**src/rtl/pdes_prio_q_pkg.sv**
```systemverilog
// Shared definitions for the PDES priority queue: default widths, op select
// encodings and the unsigned key comparator used by every cell.
package pdes_pq_pkg;

  localparam int PQ_DW = 16;
  localparam int PQ_KW = 16;

  // Op select is {deq_fire, enq_fire}, so the top can build it by concatenation.
  localparam logic [1:0] OP_HOLD = 2'b00;
  localparam logic [1:0] OP_ENQ  = 2'b01;
  localparam logic [1:0] OP_DEQ  = 2'b10;
  localparam logic [1:0] OP_BOTH = 2'b11;

  function automatic logic key_lt(input logic [63:0] a, input logic [63:0] b, input int kw);
    logic [63:0] m;
    m = (kw >= 64) ? '1 : ((64'd1 << kw) - 64'd1);
    return (a & m) < (b & m);
  endfunction

endpackage

```
**src/rtl/pdes_prio_q_if.sv**
```systemverilog
// Enqueue/dequeue handshake and status bundle for pdes_prio_q.
// flush exists only when PDES_PQ_FLUSH_EN is defined.
interface pdes_prio_q_if #(
  parameter int DW    = pdes_pq_pkg::PQ_DW,
  parameter int DEPTH = 16
);
  localparam int CNTW = $clog2(DEPTH + 1);

  logic            enq_valid;
  logic            enq_ready;
  logic [DW-1:0]   enq_data;
  logic            deq_valid;
  logic            deq_ready;
  logic [DW-1:0]   deq_data;
  logic [CNTW-1:0] count;
  logic            full;
  logic            empty;
`ifdef PDES_PQ_FLUSH_EN
  logic            flush;
`endif

  modport master (
    output enq_valid, enq_data, deq_ready,
`ifdef PDES_PQ_FLUSH_EN
    output flush,
`endif
    input  enq_ready, deq_valid, deq_data, count, full, empty
  );

  modport slave (
    input  enq_valid, enq_data, deq_ready,
`ifdef PDES_PQ_FLUSH_EN
    input  flush,
`endif
    output enq_ready, deq_valid, deq_data, count, full, empty
  );

endinterface

```
**src/rtl/pdes_prio_q_cell.sv**
```systemverilog
// One slot of the systolic sorted array: computes its "stays ahead of new
// entry" bit and its next {valid, data} from its own and neighbour slots.
module pdes_pq_cell
  import pdes_pq_pkg::*;
#(
  parameter int DW      = PQ_DW,
  parameter int KW      = PQ_KW,
  parameter bit IS_HEAD = 1'b0
) (
  input  logic [1:0]    i_op,
  input  logic          i_own_v,
  input  logic [DW-1:0] i_own_d,
  input  logic          i_lft_v,
  input  logic [DW-1:0] i_lft_d,
  input  logic          i_lft_g,
  input  logic          i_rgt_v,
  input  logic [DW-1:0] i_rgt_d,
  input  logic          i_rgt_g,
  input  logic [DW-1:0] i_new_d,
  output logic          o_g,
  output logic          o_nxt_v,
  output logic [DW-1:0] o_nxt_d
);

  logic [63:0] w_key_new;
  logic [63:0] w_key_own;
  logic        w_g;

  assign w_key_new = 64'(i_new_d[KW-1:0]);
  assign w_key_own = 64'(i_own_d[KW-1:0]);
  // Equal keys stay ahead of the newcomer, giving FIFO order among ties.
  assign w_g = i_own_v && !key_lt(w_key_new, w_key_own, KW);
  assign o_g = w_g;

  always_comb begin
    o_nxt_v = i_own_v;
    o_nxt_d = i_own_d;
    case (i_op)
      OP_ENQ: begin
        if (w_g) begin
          o_nxt_v = i_own_v;
          o_nxt_d = i_own_d;
        end else if (IS_HEAD || i_lft_g) begin
          o_nxt_v = 1'b1;
          o_nxt_d = i_new_d;
        end else begin
          o_nxt_v = i_lft_v;
          o_nxt_d = i_lft_d;
        end
      end
      OP_DEQ: begin
        o_nxt_v = i_rgt_v;
        o_nxt_d = i_rgt_d;
      end
      OP_BOTH: begin
        // Insert into the array as it looks after the head has been popped.
        if (i_rgt_g) begin
          o_nxt_v = i_rgt_v;
          o_nxt_d = i_rgt_d;
        end else if (IS_HEAD || w_g) begin
          o_nxt_v = 1'b1;
          o_nxt_d = i_new_d;
        end else begin
          o_nxt_v = i_own_v;
          o_nxt_d = i_own_d;
        end
      end
      default: begin
        o_nxt_v = i_own_v;
        o_nxt_d = i_own_d;
      end
    endcase
  end

endmodule

```
**src/rtl/pdes_prio_q.sv**
```systemverilog
// Registered systolic priority queue: smallest key at cell 0, one enqueue and
// one dequeue per cycle. Optional synchronous flush under PDES_PQ_FLUSH_EN.
module pdes_prio_q
  import pdes_pq_pkg::*;
#(
  parameter int DW    = PQ_DW,
  parameter int KW    = PQ_KW,
  parameter int DEPTH = 16
) (
  input  logic           CLK,
  input  logic           rst_n,
  pdes_prio_q_if.slave   bus
);

  localparam int CNTW = $clog2(DEPTH + 1);

  logic [DEPTH-1:0]         r_v;
  logic [DEPTH-1:0][DW-1:0] r_d;
  logic [CNTW-1:0]          r_cnt;
  logic                     r_full;
  logic                     r_empty;

  logic [DEPTH-1:0]         w_nv;
  logic [DEPTH-1:0][DW-1:0] w_nd;
  logic                     w_enq_fire;
  logic                     w_deq_fire;
  logic [1:0]               w_op;
  logic [CNTW-1:0]          w_cnt_nxt;

  assign w_enq_fire = bus.enq_valid && !r_full;
  assign w_deq_fire = bus.deq_ready && !r_empty;
  assign w_op       = {w_deq_fire, w_enq_fire};

  for (genvar i = 0; i < DEPTH; i++) begin : g_cell
    logic          w_g;
    logic          w_lv, w_lg, w_rv, w_rg;
    logic [DW-1:0] w_ld, w_rd;

    if (i == 0) begin : g_lft
      assign w_lv = 1'b0;
      assign w_ld = '0;
      assign w_lg = 1'b0;
    end else begin : g_lft
      assign w_lv = r_v[i-1];
      assign w_ld = r_d[i-1];
      assign w_lg = g_cell[i-1].w_g;
    end

    if (i == DEPTH - 1) begin : g_rgt
      assign w_rv = 1'b0;
      assign w_rd = '0;
      assign w_rg = 1'b0;
    end else begin : g_rgt
      assign w_rv = r_v[i+1];
      assign w_rd = r_d[i+1];
      assign w_rg = g_cell[i+1].w_g;
    end

    pdes_pq_cell #(
      .DW      (DW),
      .KW      (KW),
      .IS_HEAD (i == 0)
    ) u_cell (
      .i_op    (w_op),
      .i_own_v (r_v[i]),
      .i_own_d (r_d[i]),
      .i_lft_v (w_lv),
      .i_lft_d (w_ld),
      .i_lft_g (w_lg),
      .i_rgt_v (w_rv),
      .i_rgt_d (w_rd),
      .i_rgt_g (w_rg),
      .i_new_d (bus.enq_data),
      .o_g     (w_g),
      .o_nxt_v (w_nv[i]),
      .o_nxt_d (w_nd[i])
    );
  end

  always_comb begin
    w_cnt_nxt = r_cnt;
    case (w_op)
      OP_ENQ:  w_cnt_nxt = r_cnt + CNTW'(1);
      OP_DEQ:  w_cnt_nxt = r_cnt - CNTW'(1);
      default: w_cnt_nxt = r_cnt;
    endcase
  end

  always_ff @(posedge CLK or negedge rst_n) begin
    if (!rst_n) begin
      r_v     <= '0;
      r_d     <= '0;
      r_cnt   <= '0;
      r_full  <= 1'b0;
      r_empty <= 1'b1;
    end else begin
`ifdef PDES_PQ_FLUSH_EN
      if (bus.flush) begin
        r_v     <= '0;
        r_d     <= '0;
        r_cnt   <= '0;
        r_full  <= 1'b0;
        r_empty <= 1'b1;
      end else
`endif
      begin
        r_v     <= w_nv;
        r_d     <= w_nd;
        r_cnt   <= w_cnt_nxt;
        r_full  <= (w_cnt_nxt == CNTW'(DEPTH));
        r_empty <= (w_cnt_nxt == '0);
      end
    end
  end

  assign bus.enq_ready = !r_full;
  assign bus.deq_valid = !r_empty;
  assign bus.deq_data  = r_d[0];
  assign bus.count     = r_cnt;
  assign bus.full      = r_full;
  assign bus.empty     = r_empty;

endmodule

```
**src/flat_wrapper.sv**
```systemverilog
// flat-port wrapper written by rule: the top's interface ports become plain ports
module pdes_prio_q_flat import pdes_pq_pkg::*;
#(
  parameter int DW    = PQ_DW,
  parameter int KW    = PQ_KW,
  parameter int DEPTH = 16
)
  (CLK, rst_n, bus_enq_valid, bus_enq_data, bus_deq_ready, bus_enq_ready, bus_deq_valid, bus_deq_data, bus_count, bus_full, bus_empty);
  pdes_prio_q_if #(.DW(DW), .DEPTH(DEPTH)) bus_i ();
  input  logic CLK;
  input  logic rst_n;
  input wire logic [$bits(bus_i.enq_valid)-1:0] bus_enq_valid;
  input wire logic [$bits(bus_i.enq_data)-1:0] bus_enq_data;
  input wire logic [$bits(bus_i.deq_ready)-1:0] bus_deq_ready;
  output wire logic [$bits(bus_i.enq_ready)-1:0] bus_enq_ready;
  output wire logic [$bits(bus_i.deq_valid)-1:0] bus_deq_valid;
  output wire logic [$bits(bus_i.deq_data)-1:0] bus_deq_data;
  output wire logic [$bits(bus_i.count)-1:0] bus_count;
  output wire logic [$bits(bus_i.full)-1:0] bus_full;
  output wire logic [$bits(bus_i.empty)-1:0] bus_empty;
  assign bus_i.enq_valid = bus_enq_valid;
  assign bus_i.enq_data = bus_enq_data;
  assign bus_i.deq_ready = bus_deq_ready;
  assign bus_enq_ready = bus_i.enq_ready;
  assign bus_deq_valid = bus_i.deq_valid;
  assign bus_deq_data = bus_i.deq_data;
  assign bus_count = bus_i.count;
  assign bus_full = bus_i.full;
  assign bus_empty = bus_i.empty;
  pdes_prio_q #(.DW(DW), .KW(KW), .DEPTH(DEPTH)) u_core (.CLK(CLK), .rst_n(rst_n), .bus(bus_i));
endmodule
```
**config.mk**
```make
export PLATFORM = sky130hd
export DESIGN_NAME = pdes_prio_q_flat
export DESIGN_NICKNAME = d
export VERILOG_FILES = /design/src/rtl/pdes_prio_q_pkg.sv /design/src/rtl/pdes_prio_q_if.sv /design/src/rtl/pdes_prio_q_cell.sv /design/src/rtl/pdes_prio_q.sv /design/src/flat_wrapper.sv
export SDC_FILE = /design/constraint.sdc
export NUM_CORES = 1
export LEC_CHECK = 0
export ABC_AREA = 1
export CORE_ASPECT_RATIO = 1.2
export CORE_MARGIN = 2
export CORE_UTILIZATION = 55
export CTS_BUF_LIST = sky130_fd_sc_hd__clkbuf_8
export CTS_CLUSTER_DIAMETER = 150
export DETAILED_ROUTE_END_ITERATION = 6
export GPL_TIMING_DRIVEN = 0
export PLACE_DENSITY = 0.71
export SKIP_CTS_REPAIR_TIMING = 1
export SLEW_MARGIN = 20
export SYNTH_ARGS = -nofsm -noshare
export SYNTH_HDL_FRONTEND = slang
export SYNTH_SLANG_ARGS = --single-unit
```
**constraint.sdc**
```tcl
create_clock -name CLK -period 3.9 [get_ports CLK]
set_input_delay 0.78 -clock CLK [delete_from_list [all_inputs] [get_ports CLK]]
set_output_delay 0.78 -clock CLK [all_outputs]
set_load 0.1 [all_outputs]
```
==> run_1/m1.png <==
Supply wires on this layer in grey.
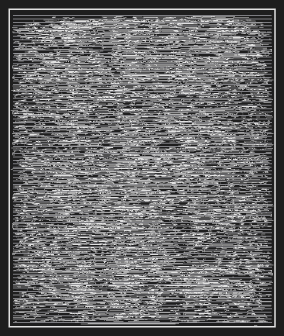
wire length on this layer = 43.3 mm
share of all routed wire = 37%

==> run_1/m2.png <==
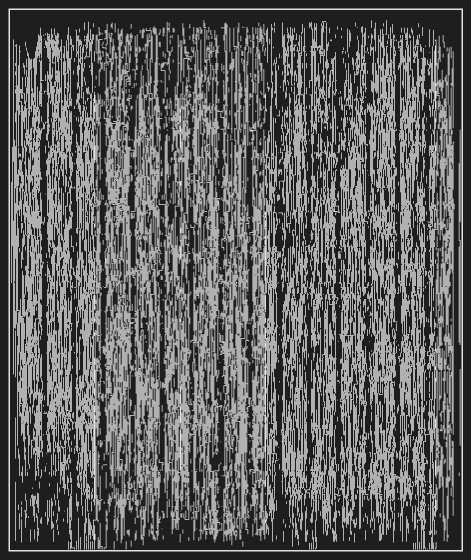
longest straight run = 97.6 um
nets with wire on the layer = 3779
share of all routed wire = 44%
main direction = vertical
GR Util met2: 0.704
final WL: 117 mm
total via count in the routed design: 31975

==> run_1/m3.png <==
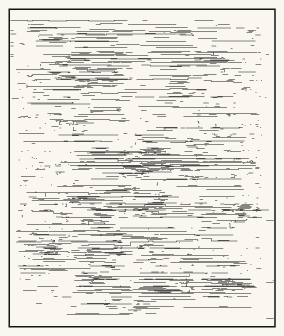
wire length on this layer = 12400 um
longest straight run = 75.2 um

==> flow_summary.ini, run 1 <==
; flow metrics
[finish]
multiInputGateArea_mm2 = 0.0171
comb_cells = 3369
inverters_excl_clock = 588
drive_above_1_share = 0.0709
diodes = 2
final_util = 0.615
syn_to_final_growth_pct = 10.2
finish.instance_area_mm2 = 0.0303
sh_seq_area = 0.230

[global_route]
grt_use_met1 = 0.542
via_count_of_the_first_global_routing_pass = 30010
grt_busiest_layer = met2
grt_antenna_before_repair = 2
gr-usage-all-layers = 0.443

[pwr]
combinationalPower_mw = 18.5
power.density_mw_per_mm2 = 910
combPwrFrac = 0.669
power_frac_clock = 0.116
ir_worst_vdd_mv = 0.641
swShare = 0.571

[clock_tree]
clkSlewWorstSetupHoldPaths_ns = 0.07
clockRootBuffer = sky130_fd_sc_hd__clkbuf_8
num_cts_buffers = 56
numClockSinks = 279
tritoncts = done

[routing]
topRoutingLayerUsed = met5
viasPerCell = 6.03
m1WireLength_mm = 43.3
remaining_drc_errors = 0
routedWlPerCell_um = 22.0
met2WireLength_mm = 51.5
drtIter0Drc = 3749

[timing]
final-setup-viol-count = 0
timing.final.crit_share = 0.995
fmaxAchievable_mhz = 258
post_route_clock_skew_ns = 0.0522
hold-worst-slack_ns = 0.0596
timing_max_transition_violations_final = 0

[logic_synthesis]
synthesis.area_mm2 = 0.0275
synth.logic.top_family = simple AND/OR/NAND/NOR gates
yosys_reported_design_area_after_synthesis_mm2 = 0.0275
async_reset_ff_frac = 1.00
syn_nets = 4778
synth.largest_area_cell = sky130_fd_sc_hd__dfrtp_1
synth_cells = 4510
yosysSeqAreaShare = 0.254
count_of_flip_flops_with_a_built_in_enable_after_synthesis = 0
yosys_warnings = 0
synth_stat.cells = 4510
postSynthRegisterBits = 279
netlist_top_cells_count = sky130_fd_sc_hd__nand2_1 (1303), sky130_fd_sc_hd__nand3_1 (1124), sky130_fd_sc_hd__inv_1 (571)
ys_sh_adder = 0.113

[placement]
dp_slack_ns = -1.78
gpl.final_weighted_congestion = 0.987
hpwlAfterDp_mm = 90.1
placed_cells_incl_taps = 5207

[setup_path]
timing.critical_path.from = bus_deq_ready
critical_path.endpoint = u_core.g_cell[11].w_rd[1]
critPathSlowestCell = sky130_fd_sc_hd__clkdlybuf4s50_1
crit_top_cell = sky130_fd_sc_hd__buf_2
worstPathBufferInverterCount = 9
crit-reg2reg-capture = u_core.g_cell[2].w_rd[6]
end_kind = flop
r2r_setup_slack_ns = 0.09
cp-start-kind = input port
timing.rr.start = u_core.bus.empty
required_ns = 4.54
worst_path_max_fanout = 10

[die]
chipHeight_um = 249
row_count = 89
chipWidth_um = 208
core_area_mm2 = 0.0493
floorplan.die_area_mm2 = 0.0519
ios = 45
floorplan.tapcells = 637

[outcome]
status = finished clean

[run]
warning_count = 32
cap_violations = 0
--- run 2 (diff from run 1) ---
- SLEW_MARGIN: 20 -> 10
==> run_2/m4.png <==
Scale bar: 50 um. Supply wires on this layer in grey.
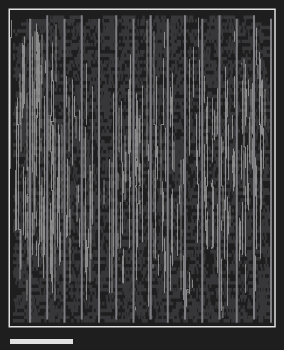
share of all routed wire = 8.5%
wire length on this layer = 9870 um
longest straight run = 159 um
main direction = vertical

==> run_2/clock_nets.png <==
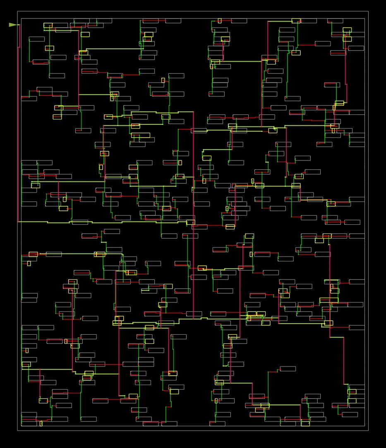
Flop Count: 279
Power Clock: 3.33 mW
number of clock sinks: 279
Num CTS Buffers: 55
post-route clock skew: 0.0166 ns

==> run_2/m2.png <==
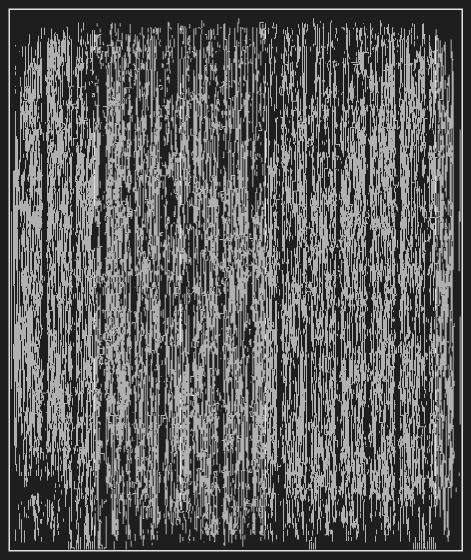
total via count in the routed design: 31637
GR Util met2: 0.690
final WL: 116 mm

==> run 2 against run 1 <==
The flow now finishes with violations (max-capacitance violations, max-slew violations). Non-clock buffer count decreased by 7. Sequential power is essentially flat. Utilization down 0.22 points. Total power grew 0.17%. Combinational power about the same. Critical path type unchanged. Critical endpoint is now u_core.g_cell[11].w_rd[14]. Largest cell class unchanged. Highest routed layer is now met4.
==> flow_summary.ini, run 2 <==
; flow metrics
[outcome]
status = complete, but fails checks
violations = max-capacitance violations, max-slew violations

[clock_tree]
insertion_delay_ns = 0.69
clockRootBuffer = sky130_fd_sc_hd__clkbuf_8
ctsLongestPathBuffers = 3
clkSlewWorstSetupHoldPaths_ns = 0.06
tritoncts = done

[pwr]
combinationalPower_mw = 18.4
power.density_mw_per_mm2 = 915
swShare = 0.568
ir_worst_vdd_mv = 0.649
combPwrFrac = 0.665
power_frac_clock = 0.120

[finish]
multiInputGateArea_mm2 = 0.0171
sh_comb_area = 0.567
syn_to_final_growth_pct = 9.80
inverters_excl_clock = 588
finish.instance_area_mm2 = 0.0302
diodes = 5
final_util = 0.613
comb_cells = 3369
drive_above_1_share = 0.0706
sh_seq_area = 0.231

[logic_synthesis]
yosys_reported_design_area_after_synthesis_mm2 = 0.0275
netlist_top_cells_count = sky130_fd_sc_hd__nand2_1 (1303), sky130_fd_sc_hd__nand3_1 (1124), sky130_fd_sc_hd__inv_1 (571)
synth_stat.cells = 4510
count_of_flip_flops_with_a_built_in_enable_after_synthesis = 0
postSynthRegisterBits = 279
synthesis.area_mm2 = 0.0275
yosys_warnings = 0
ys_sh_adder = 0.113
yosysSeqAreaShare = 0.254
synth_cells = 4510
syn_nets = 4778
top_cell = sky130_fd_sc_hd__nand2_1
synth.largest_area_cell = sky130_fd_sc_hd__dfrtp_1
async_reset_ff_frac = 1.00
synth.logic.top_family = simple AND/OR/NAND/NOR gates

[global_route]
via_count_of_the_first_global_routing_pass = 29928
gr-usage-all-layers = 0.440
grt_antenna_before_repair = 2
grt_busiest_layer = met2
grt_first_pass_wirelength_mm = 175
grt_use_met1 = 0.533

[setup_path]
worstPathBufferInverterCount = 9
critPathSlowestCell = sky130_fd_sc_hd__clkdlybuf4s50_1
critical_path.endpoint = u_core.g_cell[11].w_rd[14]
timing.critical_path.max_delay_family = buffers and inverters
worst_path_max_fanout = 10
timing.critical_path.from = bus_deq_ready
required_ns = 4.52
cp-start-kind = input port
end_kind = flop
timing.rr.start = u_core.bus.empty
cp_cell_sequence = clkdlybuf4s50_1 > nand2_1 > clkbuf_2 > clkbuf_2 > inv_2 > ha_1 > buf_2 > inv_1 > nor2_4 > clkbuf_4 > buf_2 > a21oi_1 > nand3_1 > nand2_1 > inv_1
crit-reg2reg-capture = u_core.g_cell[10].w_rd[13]

[routing]
remaining_drc_errors = 0
drtIter0Drc = 3719
m1WireLength_mm = 43.7
viasPerCell = 5.96
topRoutingLayerUsed = met4
routedWlPerCell_um = 21.9
met2WireLength_mm = 51.0

[placement]
placed_cells_incl_taps = 5200
gpl.final_weighted_congestion = 0.987
dp_slack_ns = -1.75
hpwlAfterDp_mm = 88.1

[timing]
final-setup-viol-count = 0
final_hold_viol_count = 0
timing.final.crit_share = 0.991
setup_tns_ns = 0
timing_max_transition_violations_final = 10
fmaxAchievable_mhz = 259
hold-worst-slack_ns = 0.0793
worstMarginPinSlew_ns = 1.50
slew-limit-headroom = -0.000751

[die]
core_area_mm2 = 0.0493
chipHeight_um = 249
ios = 45
chipWidth_um = 208
row_count = 89
floorplan.tapcells = 637
floorplan.die_area_mm2 = 0.0519

[run]
warning_count = 32
cap_violations = 1
Power figures rest on the tool's default switching activity, not on a simulated workload.
